$ cat config.mk
export PLATFORM = sky130hd
export DESIGN_NAME = clfsr_stream_cipher
export DESIGN_NICKNAME = d
export VERILOG_FILES = /design/src/rtl/clfsr_stream_cipher.sv
export SDC_FILE = /design/constraint.sdc
export NUM_CORES = 1
export LEC_CHECK = 0
export CAP_MARGIN = 20
export CORE_ASPECT_RATIO = 1.75
export CORE_MARGIN = 5
export CORE_UTILIZATION = 45
export CTS_CLUSTER_SIZE = 10
export DETAILED_ROUTE_END_ITERATION = 10
export PLACE_DENSITY = 0.74
export SLEW_MARGIN = 10
export SYNTH_ARGS = -nofsm -noshare
export SYNTH_HDL_FRONTEND = slang
export SYNTH_SLANG_ARGS = --single-unit
$ cat constraint.sdc
create_clock -name clk -period 2.83 [get_ports clk]
set_input_delay 0.283 -clock clk [delete_from_list [all_inputs] [get_ports clk]]
set_output_delay 0.283 -clock clk [all_outputs]
set_load 0.02 [all_outputs]
$ cat src/rtl/clfsr_stream_cipher.sv
// Stream cipher back end: warms up on the chaotic-LFSR bit stream, packs keystream
// bits into bytes, buffers them in a small FIFO and XORs them onto plaintext bytes.
module clfsr_stream_cipher #(
    parameter int unsigned DISCARD  = 64,
    parameter int unsigned KS_DEPTH = 4
) (
    input  logic       clk,
    input  logic       rst,
    input  logic       ks_bit,
    input  logic       restart,
    input  logic       pt_valid,
    input  logic [7:0] pt_data,
    output logic       pt_ready,
    output logic       ct_valid,
    output logic [7:0] ct_data,
    input  logic       ct_ready,
    output logic [4:0] ks_level,
    output logic       warm
);

    localparam int unsigned PW        = (KS_DEPTH > 1) ? $clog2(KS_DEPTH) : 1;
    // DISCARD=0 shares the single-cycle warm-up of DISCARD=1
    localparam logic [9:0]  WARM_LAST  = (DISCARD == 0) ? 10'd0 : 10'(DISCARD - 1);
    localparam logic [4:0]  FULL_LEVEL = 5'(KS_DEPTH);

    typedef enum logic {WARMUP, RUN} state_t;

    state_t        state;
    logic [9:0]    warm_cnt;
    logic [2:0]    bit_cnt;
    logic [7:0]    collector;
    logic [7:0]    fifo_mem [KS_DEPTH];
    logic [PW-1:0] wr_ptr;
    logic [PW-1:0] rd_ptr;
    logic          full;
    logic          push;
    logic          pop;
    logic [7:0]    next_byte;

    always_comb begin
        full      = (ks_level == FULL_LEVEL);
        next_byte = {collector[6:0], ks_bit};
        push      = (state == RUN) && !full && (bit_cnt == 3'd7);
        pt_ready  = (state == RUN) && (ks_level != '0) && (!ct_valid || ct_ready) && !restart;
        pop       = pt_valid && pt_ready;
        warm      = (state == WARMUP);
    end

    always_ff @(posedge clk) begin
        if (push) begin
            fifo_mem[wr_ptr] <= next_byte;
        end
    end

    always_ff @(posedge clk or posedge rst) begin
        if (rst) begin
            state     <= WARMUP;
            warm_cnt  <= '0;
            bit_cnt   <= '0;
            collector <= '0;
            wr_ptr    <= '0;
            rd_ptr    <= '0;
            ks_level  <= '0;
            ct_valid  <= 1'b0;
            ct_data   <= '0;
        end else begin
            // The output register keeps its own handshake even across a restart
            if (pop) begin
                ct_data  <= pt_data ^ fifo_mem[rd_ptr];
                ct_valid <= 1'b1;
            end else if (ct_ready) begin
                ct_valid <= 1'b0;
            end

            if (restart) begin
                state     <= WARMUP;
                warm_cnt  <= '0;
                bit_cnt   <= '0;
                collector <= '0;
                wr_ptr    <= '0;
                rd_ptr    <= '0;
                ks_level  <= '0;
            end else begin
                case (state)
                    WARMUP: begin
                        if (warm_cnt == WARM_LAST) begin
                            state    <= RUN;
                            warm_cnt <= '0;
                        end else begin
                            warm_cnt <= warm_cnt + 10'd1;
                        end
                    end
                    RUN: begin
                        if (!full) begin
                            collector <= next_byte;
                            bit_cnt   <= bit_cnt + 3'd1;
                        end
                    end
                    default: state <= WARMUP;
                endcase

                if (push) wr_ptr <= wr_ptr + 1'b1;
                if (pop)  rd_ptr <= rd_ptr + 1'b1;
                if (push && !pop)      ks_level <= ks_level + 5'd1;
                else if (pop && !push) ks_level <= ks_level - 5'd1;
            end
        end
    end

endmodule

Figure 1. Power grid (run 1).
Scale: 4 px per um. Pins as bars on the die edge. Tap cells in grey.
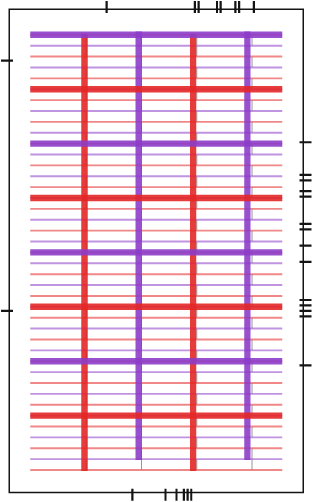
[red] VSS
[purple] VDD
tap cells: 84
met5 straps: 8

Figure 2. Cells coloured by class (run 1).
Scale: 4 px per um. Fill, decap, tap and diode cells in grey.
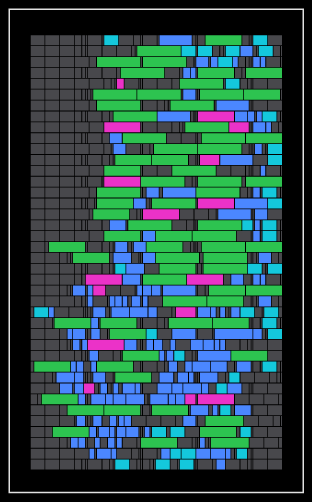
[blue] all other logic | cells: 149 | share of their area: 31%
[green] flip-flops | cells: 71 | share of their area: 51%
[cyan] other buffers and delay cells | cells: 39 | share of their area: 9.7%
[magenta] clock drivers and dummy loads | cells: 16 | share of their area: 7.8%

==> flow.log, run 1 <==
[report] implementation figures
[metrics] H-tree depth: 3
[metrics] FF-to-FF Start: ks_level[1]
[metrics] internal power of the cells: approximately 1800 uW
[metrics] number of antenna violations at the first check in global routing: 0
[metrics] sort of element at the end of the critical path: register
[metrics] final setup vio count: 0
[metrics] Setup Total Neg Slack: 0 ps
[metrics] Worst-Skew Late Latency: about 320 ps
[metrics] type of the most critical hold path: input pin to asynchronous set/reset pin
[metrics] relative contribution of combinational cells to total power: ~2.7%
[metrics] uppermost metal layer occupied by signal nets: met4
[metrics] vias in the first global route: around 2000
[metrics] area overhead of the layout relative to synthesis: 23.8%
[metrics] reg2reg end: ks_level[4]
[metrics] Port Buffer Count: 29
[metrics] Min Clock Period, post-route: between 2000 and 3000 ps
[metrics] Yosys Warn Count: 0
[metrics] switching power: about 430 uW
[metrics] worst slew margin relative to its limit: between 40 and 50%
[metrics] final-report max-slew violation count: 0
[metrics] crit share post-route: 92.1%
[metrics] Met3 Wirelength: roughly 240 um
[metrics] Die Wd: 73.1 um
[metrics] Post CTS Setup Buffer Count: 0
[metrics] worst vdd ir: just over 0.0003 V
[metrics] gate count of the mapped netlist: about 230
[metrics] clk slew on worst S/H paths: ~50 ps
[metrics] WL final: 5740 um
[metrics] height of the die: between 100 and 150 um
[metrics] critical path class: register to register
[metrics] Max clock buf depth: 2
[metrics] Pre-Repair DR Iteration Count: 4
[metrics] number of clock sinks seen by CTS: between 70 and 80
[metrics] Inst Count DP: between 300 and 400
[metrics] antenna-violating nets left: 0
[metrics] grt ovf: 0
[metrics] Vias/cell: approximately 5.2
[metrics] Cell Count, Final, Fillers Out: about 360
[metrics] maximum number of pins on one net before global-route repair: 23
[metrics] status: completed
[metrics] RSZ-0062 raised after global routing: false
[metrics] number of standard-cell rows in the floorplan: 40
[metrics] core utilization at floorplan: ~46%
[metrics] Yosys chip area: approximately 3100 um2
[metrics] FILL cells: approximately 540
[metrics] register share after synthesis: a little over 60%
[metrics] Avg Inst Size Synth: 13.6 um2
[metrics] first-pass GRT wire length: between 9000 and 10000 um
[metrics] Worst Setup Slack, final: 225 ps
[metrics] routed wire length per instance: roughly 16 um
[metrics] leakage power of the design: between 0.0015 and 0.002 uW
Figure 3. Routed clock nets over the placement (run 1).
Scale: 4 px per um.
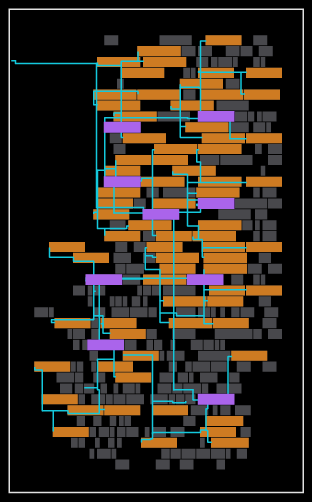
[orange] flip-flops | count: 71
[cyan] clock wires | length: 803 um
[purple] cells driving clock nets | count: 9
routed clock nets: 10

-- run 1: cell type report --
cell class,instances,area (um2),share of cell area (%)
well taps,84,105,2.71
multi-input cells,145,1160,30.0
repair buffers,39,365,9.41
clock buffers,12,267,6.86
inverters,4,15.0,0.387
flip-flops and latches,71,1940,49.9
clock inverters,4,28.8,0.741
-- run 1: cells in the mapped netlist (all sizes together) (5+ instances only) --
cell type / n / share of area [%]
nand3: 5 / 0.80
mux4: 8 / 5.7
and2: 9 / 1.8
o21ai: 14 / 2.2
xor2: 5 / 1.4
nor2: 15 / 1.8
nand2: 20 / 2.4
ha: 11 / 4.4
xnor2: 14 / 4.1
a22o: 10 / 2.8
dfrtp: 39 / 31
edfxtp: 32 / 31
a21oi: 6 / 0.96
buf: 6 / 1.0
-- run 1: placed cells by master (no fill, tap or decap), types with 2 or more instances in the layout --
master	instances
o21ai_0	14
nand3_1	5
a22o_1	10
nor3_2	3
ha_1	11
nor4_1	2
edfxtp_1	32
mux4_2	8
xnor2_1	13
xor2_1	5
a21oi_1	6
dfrtp_2	2
nor2_1	15
a21o_1	2
clkdlybuf4s50_1	29
clkbuf_8	3
mux2i_1	3
nor2b_1	2
inv_1	4
a211oi_1	2
clkinvlp_4	2
clkbuf_16	9
buf_4	10
nand2_1	19
and3_1	3
and2_1	9
dfrtp_1	37
-- run 1: stage by stage --
stage | hold WS [ps] | total power, uW
final | 440 | 2200
after global routing | 513 | 2280
after CTS | 471 | 2230
after detailed placement | 474 | 1160
after global placement | 462 | 1160
after floorplan | 382 | 1130
-- run 1: state kept, by name, summed over array words and instances (netlist names) --
name,count
bit_cnt,3
collector,7
ct_data,8
ct_valid,1
fifo_mem,32
ks_level,5
rd_ptr,2
state,1
warm_cnt,10
wr_ptr,2
-- run 1: worst max path at each step --
stage,from,end,depth (start not counted)
global route,ks_level[1],ks_level[4],9
detailed placement,ks_level[1],ks_level[4],9
floorplan,ks_level[1],ks_level[4],11
global placement,ks_level[1],ks_level[4],9
CTS,ks_level[1],ks_level[4],9
finish,ks_level[1],ks_level[4],9
-- run 1: kinds of logic (layout without fill, tap and decap cells) --
group | count (synthesis) | after routing | synth area share, %
buf+inv | 14 | 59 | 1.95
simple gates | 64 | 64 | 9.97
flops | 71 | 71 | 61.7
mux | 12 | 12 | 7.06
fa+ha+maj | 12 | 12 | 5.03
compound gates | 38 | 38 | 8.70
xor+xnor | 19 | 19 | 5.54
-- run 1: critical path: stages, from the launching register on --
cell and delay [ps]:
dfrtp_2 400, or4_4 560, o2111ai_4 250, nand2_4 100
fa_2 380, a21o_1 180, a21o_1 190, and3_1 200
o21ai_0 120, nor3b_2 160
-- run 1: power groups by stage --
stage	clock network (uW)	registers (uW)	logic [uW]
finish	1060	1080	58.5
global route	1140	1080	65.4
CTS	1090	1080	60.1
detailed placement	0	1100	59.5
global placement	0	1100	58.4
floorplan	0	1100	27.1
-- run 1: per-layer routing --
metal	up-vias	track usage, %
li1	920	-
met1	930	17.5
met2	28	24.4
met3	5	3.91
met4	0	5.89
met5	-	0
--- run 2 (diff from run 1) ---
--- a/config.mk
+++ b/config.mk
@@ -5,13 +5,15 @@
 export SDC_FILE = /design/constraint.sdc
 export NUM_CORES = 1
 export LEC_CHECK = 0
+export ABC_AREA = 0
 export CAP_MARGIN = 20
 export CORE_ASPECT_RATIO = 1.75
 export CORE_MARGIN = 5
 export CORE_UTILIZATION = 45
 export CTS_CLUSTER_SIZE = 10
 export DETAILED_ROUTE_END_ITERATION = 10
-export PLACE_DENSITY = 0.74
+export PLACE_DENSITY_LB_ADDON = 0.12
+export REMOVE_ABC_BUFFERS = 1
 export SLEW_MARGIN = 10
 export SYNTH_ARGS = -nofsm -noshare
 export SYNTH_HDL_FRONTEND = slang
Figure 4. Power grid (run 2).
Scale: 4 px per um. Pins as bars on the die edge. Tap cells in grey.
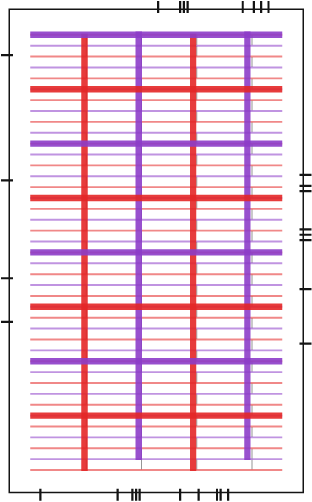
[red] VSS
[purple] VDD
rows: 40
tap cells: 84
met4 straps: 4
signal pins: 30

Figure 5. Cells coloured by class (run 2).
Scale: 4 px per um. Fill, decap, tap and diode cells in grey.
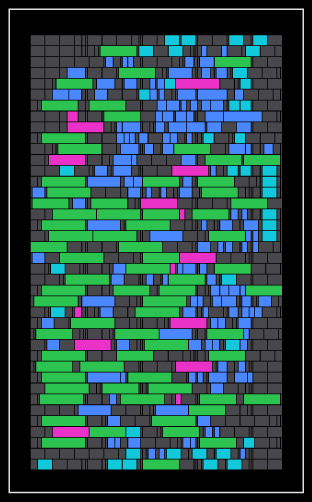
[blue] all other logic | cells: 149 | share of their area: 31%
[cyan] other buffers and delay cells | cells: 39 | share of their area: 9.8%
[green] flip-flops | cells: 71 | share of their area: 52%
[magenta] clock drivers and dummy loads | cells: 15 | share of their area: 7.5%

Figure 6. Routing congestion (run 2).
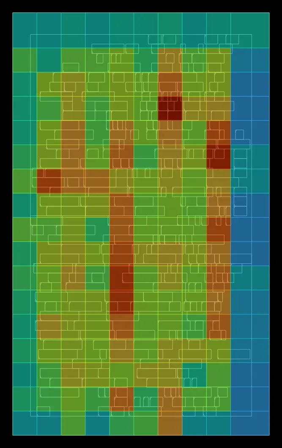
global-route usage over all layers: 15.2%
final core area utilization: 56.0%
Global Route met2 Usage: 25.7%

==> flow.log, run 2 <==
[report] implementation figures
[metrics] dominant logic cell type in the layout: dfrtp_1
[metrics] maximum clock frequency: ~380 MHz
[metrics] vias in the first global route: roughly 2000
[metrics] path depth of the worst reg2reg path: 9
[metrics] number of antenna violations at the first check in global routing: 0
[metrics] area of the die: between 8000 and 9000 um2
[metrics] Cell Count, Final, Fillers Out: 358
[metrics] final setup vio count: 0
[metrics] switching power: approximately 420 uW
[metrics] drt first-iter violations: 101
[metrics] routed wire length per instance: approximately 17 um
[metrics] Pre-Repair DR Iteration Count: 4
[metrics] gate count of the mapped netlist: about 230
[metrics] Vias/cell: approximately 5.3
[metrics] WL final: 6000 um
[metrics] Worst Path Arrival: roughly 2900 ps
[metrics] Yosys Warn Count: 0
[metrics] Critical Path Source Type: register
[metrics] height of the die: 120 um
[metrics] Clock Tree Root: clkbuf_16
[metrics] final weighted congestion of routability-driven global placement: between 0.8 and 0.9
[metrics] area overhead of the layout relative to synthesis: 22.5%
[metrics] Port Buffer Count: 29
[metrics] first-pass GRT wire length: between 9000 and 10000 um
[metrics] worst slew margin relative to its limit: 59.5%
[metrics] number of standard-cell rows in the floorplan: around 40
[metrics] RSZ-0062 raised after global routing: false
[metrics] register share after synthesis: between 60 and 70%
[metrics] number of register bits inferred by synthesis: between 70 and 80
[metrics] skew final: between 7 and 8 ps
[metrics] Yosys chip area: 3140 um2
[metrics] core utilization at floorplan: roughly 46%
[metrics] Inst Count DP: 343
[metrics] grt ovf: 0
[metrics] CP max FO: 5
[metrics] portion of total power attributed to sequential cells: between 40 and 50%
[metrics] Die Wd: around 73 um
[metrics] status: completed
[metrics] number of nets in the final layout: a little under 300
[metrics] Largest register FFs: 32
[metrics] critical path class: register to register
[metrics] internal power of the cells: about 1800 uW
[metrics] number of endpoints with negative hold slack in the final report: 0
[metrics] Synth area leaders: dfrtp_1 (31%), edfxtp_1 (31%), mux4_2 (5.7%)
[metrics] area share of the largest cell type after synthesis: 31.1%
[metrics] total power after layout: roughly 2200 uW
[metrics] Max clock buf depth: 2
[metrics] post-synthesis cell type with the largest combined area: dfrtp_1
[metrics] largest registers: fifo_mem (32), warm_cnt (10), ct_data (8)
[metrics] share of total power consumed by net switching: between 10% and 20%
[metrics] H-tree depth: 3
[metrics] relative contribution of combinational cells to total power: 2.7%
[metrics] WP data required: approximately 3100 ps
[metrics] leakage power of the design: ~0.0015 uW
[metrics] Core Area: around 6900 um2
[metrics] number of clock sinks seen by CTS: around 71
[metrics] Min Clock Period, post-route: 2630 ps
[metrics] largest reg by FF count: fifo_mem
[metrics] most frequent cell after synthesis: dfrtp_1
[metrics] antenna-violating nets left: 0
[metrics] most common logic cells in the final layout: dfrtp_1 (39), edfxtp_1 (32), clkdlybuf4s50_1 (29)
[metrics] measured slew at the worst slew-check pin: 602 ps
[metrics] crit share post-route: a little over 90%
[metrics] Avg Inst Size Synth: 13.6 um2
[metrics] clock power share: a little under half
[metrics] Worst-Skew Late Latency: approximately 320 ps
[metrics] Post-Syn Area: 3140 um2
[metrics] number of distinct library cells after synthesis: 37
[metrics] Ant. Diodes: 0
[metrics] clk slew on worst S/H paths: 60 ps
[metrics] sort of element at the end of the critical path: register
[metrics] number of enable flip-flop cells: 32
[metrics] worst vdd ir: approximately 0.00044 V
[metrics] I/O pin total: 30
[metrics] fraction of final layout cells with drive strength greater than 1: about an eighth
[metrics] maximum number of pins on one net before global-route repair: 40
[metrics] top cells by instance count after synthesis: dfrtp_1 (39), edfxtp_1 (32), nand2_1 (20)
[metrics] clock buffers created by TritonCTS: 9
[metrics] type of the most critical hold path: input pin to asynchronous set/reset pin
[metrics] final-report max-slew violation count: 0
==> run 2: cell counts after synthesis <==
No cell type changed its count.
==> run 2: worst max-delay path: stages (launching register included) <==
cell	delay (ps)
dfrtp_1	370
or4_4	550
o2111ai_4	210
nand2_2	130
fa_1	420
a21o_1	190
a21o_1	170
and3_1	180
o21ai_0	120
nor3b_1	180
==> run 2: path summary, 6_finish.rpt <==
kind                              from  slack, ps           to
max reg2reg                ks_level[0]        200  ks_level[4]
min in group clk            ct_data[5]        470   ct_data[5]
min reg2reg                 ct_data[5]        470   ct_data[5]
max                        ks_level[0]        200  ks_level[4]
max in group asynchronous          rst       2050    wr_ptr[1]
min                                rst        400   ct_data[7]
==> run 2: power by group through the flow <==
stage          registers (uW)  clock network, uW  logic, uW
2_1_floorplan            1100                  0       23.8
3_3_place_gp             1100                  0       61.0
3_5_place_dp             1100                  0       61.1
4_1_cts                  1080               1080       61.1
5_1_grt                  1080               1130       65.9
6_report                 1080               1050       59.1
==> run 2: layout make-up <==
type | instances | area, um2
well taps | 84 | 105
multi-input cells | 145 | 1140
fillers | 601 | 3010
inverters | 4 | 15.0
clock buffers | 10 | 229
repair buffers | 39 | 365
flip-flops and latches | 71 | 1940
clock inverters | 5 | 50.0
==> run 2: timing repair <==
item | CTS | global route
gates resized | 0 | 1
setup endpoints to repair | 0 | 1
setup buffers | 0 | 0
endpoints found under the hold margin | 0 | 0
==> run 2: kinds of logic (layout without fill, tap and decap cells) <==
group | after synthesis | in the layout | share of synthesized area, %
flops | 71 | 71 | 61.7
simple gates | 64 | 64 | 9.97
compound gates | 38 | 38 | 8.70
xor+xnor | 19 | 19 | 5.54
buf+inv | 14 | 58 | 1.95
fa+ha+maj | 12 | 12 | 5.03
mux | 12 | 12 | 7.06
==> run 2: through the flow <==
step	util (%)	setup WS [ps]	instance area (um2)	hold WS (ps)	setup TNS, ps
2_1_floorplan	-	-239	3090	346	-239
3_3_place_gp	51.9	214	3560	461	0
3_5_place_dp	51.9	155	3560	470	0
4_1_cts	56.0	142	3840	414	0
5_1_grt	56.0	33.7	3840	451	0
6_report	56.0	202	3840	397	0
==> run 2: metal layers <==
| layer | GRT usage, % | vias up | share of wire, % | routed length (um) |
|---|---|---|---|---|
| met3 | 3.74 | 13 | 2.8 | 170 |
| li1 | - | 910 | - | - |
| met4 | 7.62 | 0 | 2.5 | 152 |
| met1 | 17.4 | 928 | 41 | 2480 |
| met5 | 0 | - | 0 | 0 |
| met2 | 25.7 | 29 | 53 | 3200 |
--- run 3 (diff from run 2) ---
--- a/config.mk
+++ b/config.mk
@@ -10,7 +10,7 @@
 export CORE_ASPECT_RATIO = 1.75
 export CORE_MARGIN = 5
 export CORE_UTILIZATION = 45
-export CTS_CLUSTER_SIZE = 10
+export CTS_CLUSTER_SIZE = 28
 export DETAILED_ROUTE_END_ITERATION = 10
 export PLACE_DENSITY_LB_ADDON = 0.12
 export REMOVE_ABC_BUFFERS = 1
Figure 7. Routed clock nets over the placement (run 3).
Scale: 4 px per um.
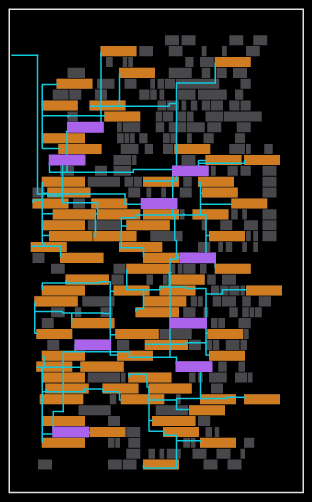
[orange] flip-flops | count: 71
[cyan] clock wires | length: 832 um
[purple] cells driving clock nets | count: 9
routed clock nets: 10

Figure 8. Cells coloured by class (run 3).
Scale: 4 px per um. Fill, decap, tap and diode cells in grey.
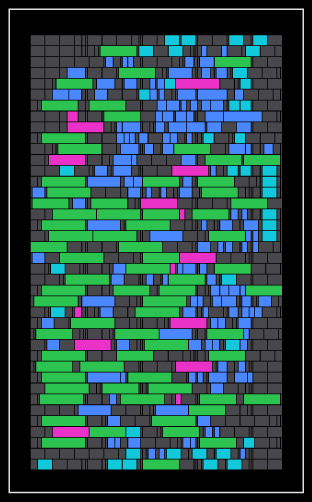
[blue] all other logic | cells: 149 | share of their area: 31%
[magenta] clock drivers and dummy loads | cells: 15 | share of their area: 7.5%
[cyan] other buffers and delay cells | cells: 39 | share of their area: 9.8%
[green] flip-flops | cells: 71 | share of their area: 52%

Figure 9. Routing congestion (run 3).
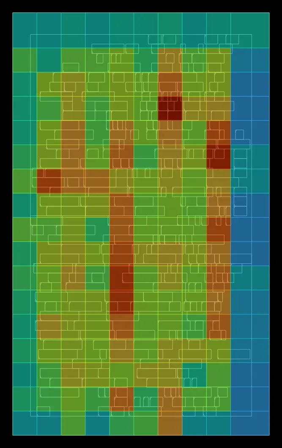
global-route track usage on met3: 3.74%
routed wire length per instance: 16.7 um

==> flow.log, run 3 <==
[report] implementation figures
[metrics] smallest hold slack: roughly 400 ps
[metrics] number of clock sinks seen by CTS: between 70 and 80
[metrics] WL final: about 6000 um
[metrics] status: completed
[metrics] Core Area: slightly below 7000 um2
[metrics] Post-Syn Area: between 3000 and 4000 um2
[metrics] number of standard-cell rows in the floorplan: 40
[metrics] Worst-Skew Late Latency: around 320 ps
[metrics] WP data required: between 3000 and 4000 ps
[metrics] dominant logic cell type in the layout: dfrtp_1
[metrics] Setup Total Neg Slack: 0 ps
[metrics] number of nets in the final layout: between 200 and 300
[metrics] Worst Path Arrival: 2860 ps
[metrics] Largest register FFs: 32
[metrics] drt first-iter violations: 101
[metrics] type of the most critical hold path: input pin to asynchronous set/reset pin
[metrics] Ant. Diodes: 0
[metrics] largest reg by FF count: fifo_mem
[metrics] number of antenna violations at the first check in global routing: 0
[metrics] Die Wd: between 70 and 80 um
[metrics] leakage power of the design: 0.00151 uW
[metrics] area overhead of the layout relative to synthesis: 22.5%
[metrics] worst vdd ir: about 0.00044 V
[metrics] number of distinct library cells after synthesis: 37
[metrics] Min Clock Period, post-route: around 2600 ps
[metrics] Port Buffer Count: 29
[metrics] CP max stage cell: or4_4
[metrics] Inst Count DP: 343
[metrics] final-report max-slew violation count: 0
[metrics] maximum clock frequency: between 300 and 400 MHz
[metrics] Synth area leaders: dfrtp_1 (31%), edfxtp_1 (31%), mux4_2 (5.7%)
[metrics] I/O pin total: 30
[metrics] Avg Inst Size Synth: between 10 and 15 um2
[metrics] register share after synthesis: 61.7%
[metrics] number of enable flip-flop cells: 32
[metrics] top cells by instance count after synthesis: dfrtp_1 (39), edfxtp_1 (32), nand2_1 (20)
[metrics] antenna-violating nets left: 0
[metrics] pre-CTS WS: about 160 ps
[metrics] critical path class: register to register
[metrics] Max clock buf depth: 2
[metrics] post-synthesis cell type with the largest combined area: dfrtp_1
[metrics] Cell Count, Final, Fillers Out: around 360
[metrics] skew final: roughly 7.5 ps
[metrics] sort of element at the end of the critical path: register
[metrics] FF-to-FF setup slack: between 200 and 250 ps
[metrics] Clock Tree Root: clkbuf_16
[metrics] largest registers: fifo_mem (32), warm_cnt (10), ct_data (8)
[metrics] cell type group with the largest total delay on the critical path: simple AND/OR/NAND/NOR gates
[metrics] Yosys chip area: roughly 3100 um2
[metrics] area of the die: between 8000 and 9000 um2
[metrics] most frequent cell on the critical path: a21o_1
[run 3: cell counts after synthesis]
Identical to the previous run, type by type.
[run 3: worst paths after layout]
kind                              from     endpoint  depth (start not counted)
max                        ks_level[0]  ks_level[4]                          9
min                                rst   ct_data[7]                          3
max reg2reg                ks_level[0]  ks_level[4]                          9
min reg2reg                 ct_data[5]   ct_data[5]                          2
max in group asynchronous          rst    wr_ptr[1]                          3
min in group clk            ct_data[5]   ct_data[5]                          2
[run 3: timing repair]
item / CTS / global route
setup buffers: 0 / 0
gates resized: 0 / 1
hold buffers: 0 / 0
endpoints found under the setup margin: 0 / 1
[run 3: power breakdown]
group	switching [uW]	leakage (uW)	internal [uW]
logic	31.0	0.000578	28.1
clock network	382	0.000133	669
registers	3.26	0.000795	1080
[run 3: worst min-delay path, delay by kind of cell]
kind | cells | cell delay, ps
buf+inv | 3 | 880
[run 3: cell type report]
cell class / instances / area, um2 / share of cell area (%)
sequential: 71 / 1940 / 50.4
inverter: 4 / 15.0 / 0.391
timing repair buffer: 39 / 365 / 9.51
clock inverter: 5 / 50.0 / 1.30
clock buffer: 10 / 229 / 5.96
tap: 84 / 105 / 2.74
multi-input combinational: 145 / 1140 / 29.7
[run 3: kinds of logic (layout without fill, tap and decap cells)]
logic type / after synthesis / count (layout) / synth area share, %
xor+xnor: 19 / 19 / 5.54
simple gates: 64 / 64 / 9.97
flops: 71 / 71 / 61.7
buf+inv: 14 / 58 / 1.95
fa+ha+maj: 12 / 12 / 5.03
compound gates: 38 / 38 / 8.70
mux: 12 / 12 / 7.06
[run 3: routing by layer]
metal  up-vias  GRT usage (%)  wire length (um)
li1        910              -                 -
met1       928           17.4              2480
met2        29           25.7              3200
met3        13           3.74               170
met4         0           7.62               152
met5         -              0                 0
[run 3: stage by stage]
stage / cell area, um2 / power (uW)
floorplan: 3090 / 1120
detailed placement: 3560 / 1160
finish: 3840 / 2190
global placement: 3560 / 1160
CTS: 3840 / 2220
global route: 3840 / 2280
No activity file was given, so power comes from the tool's default toggle rates.
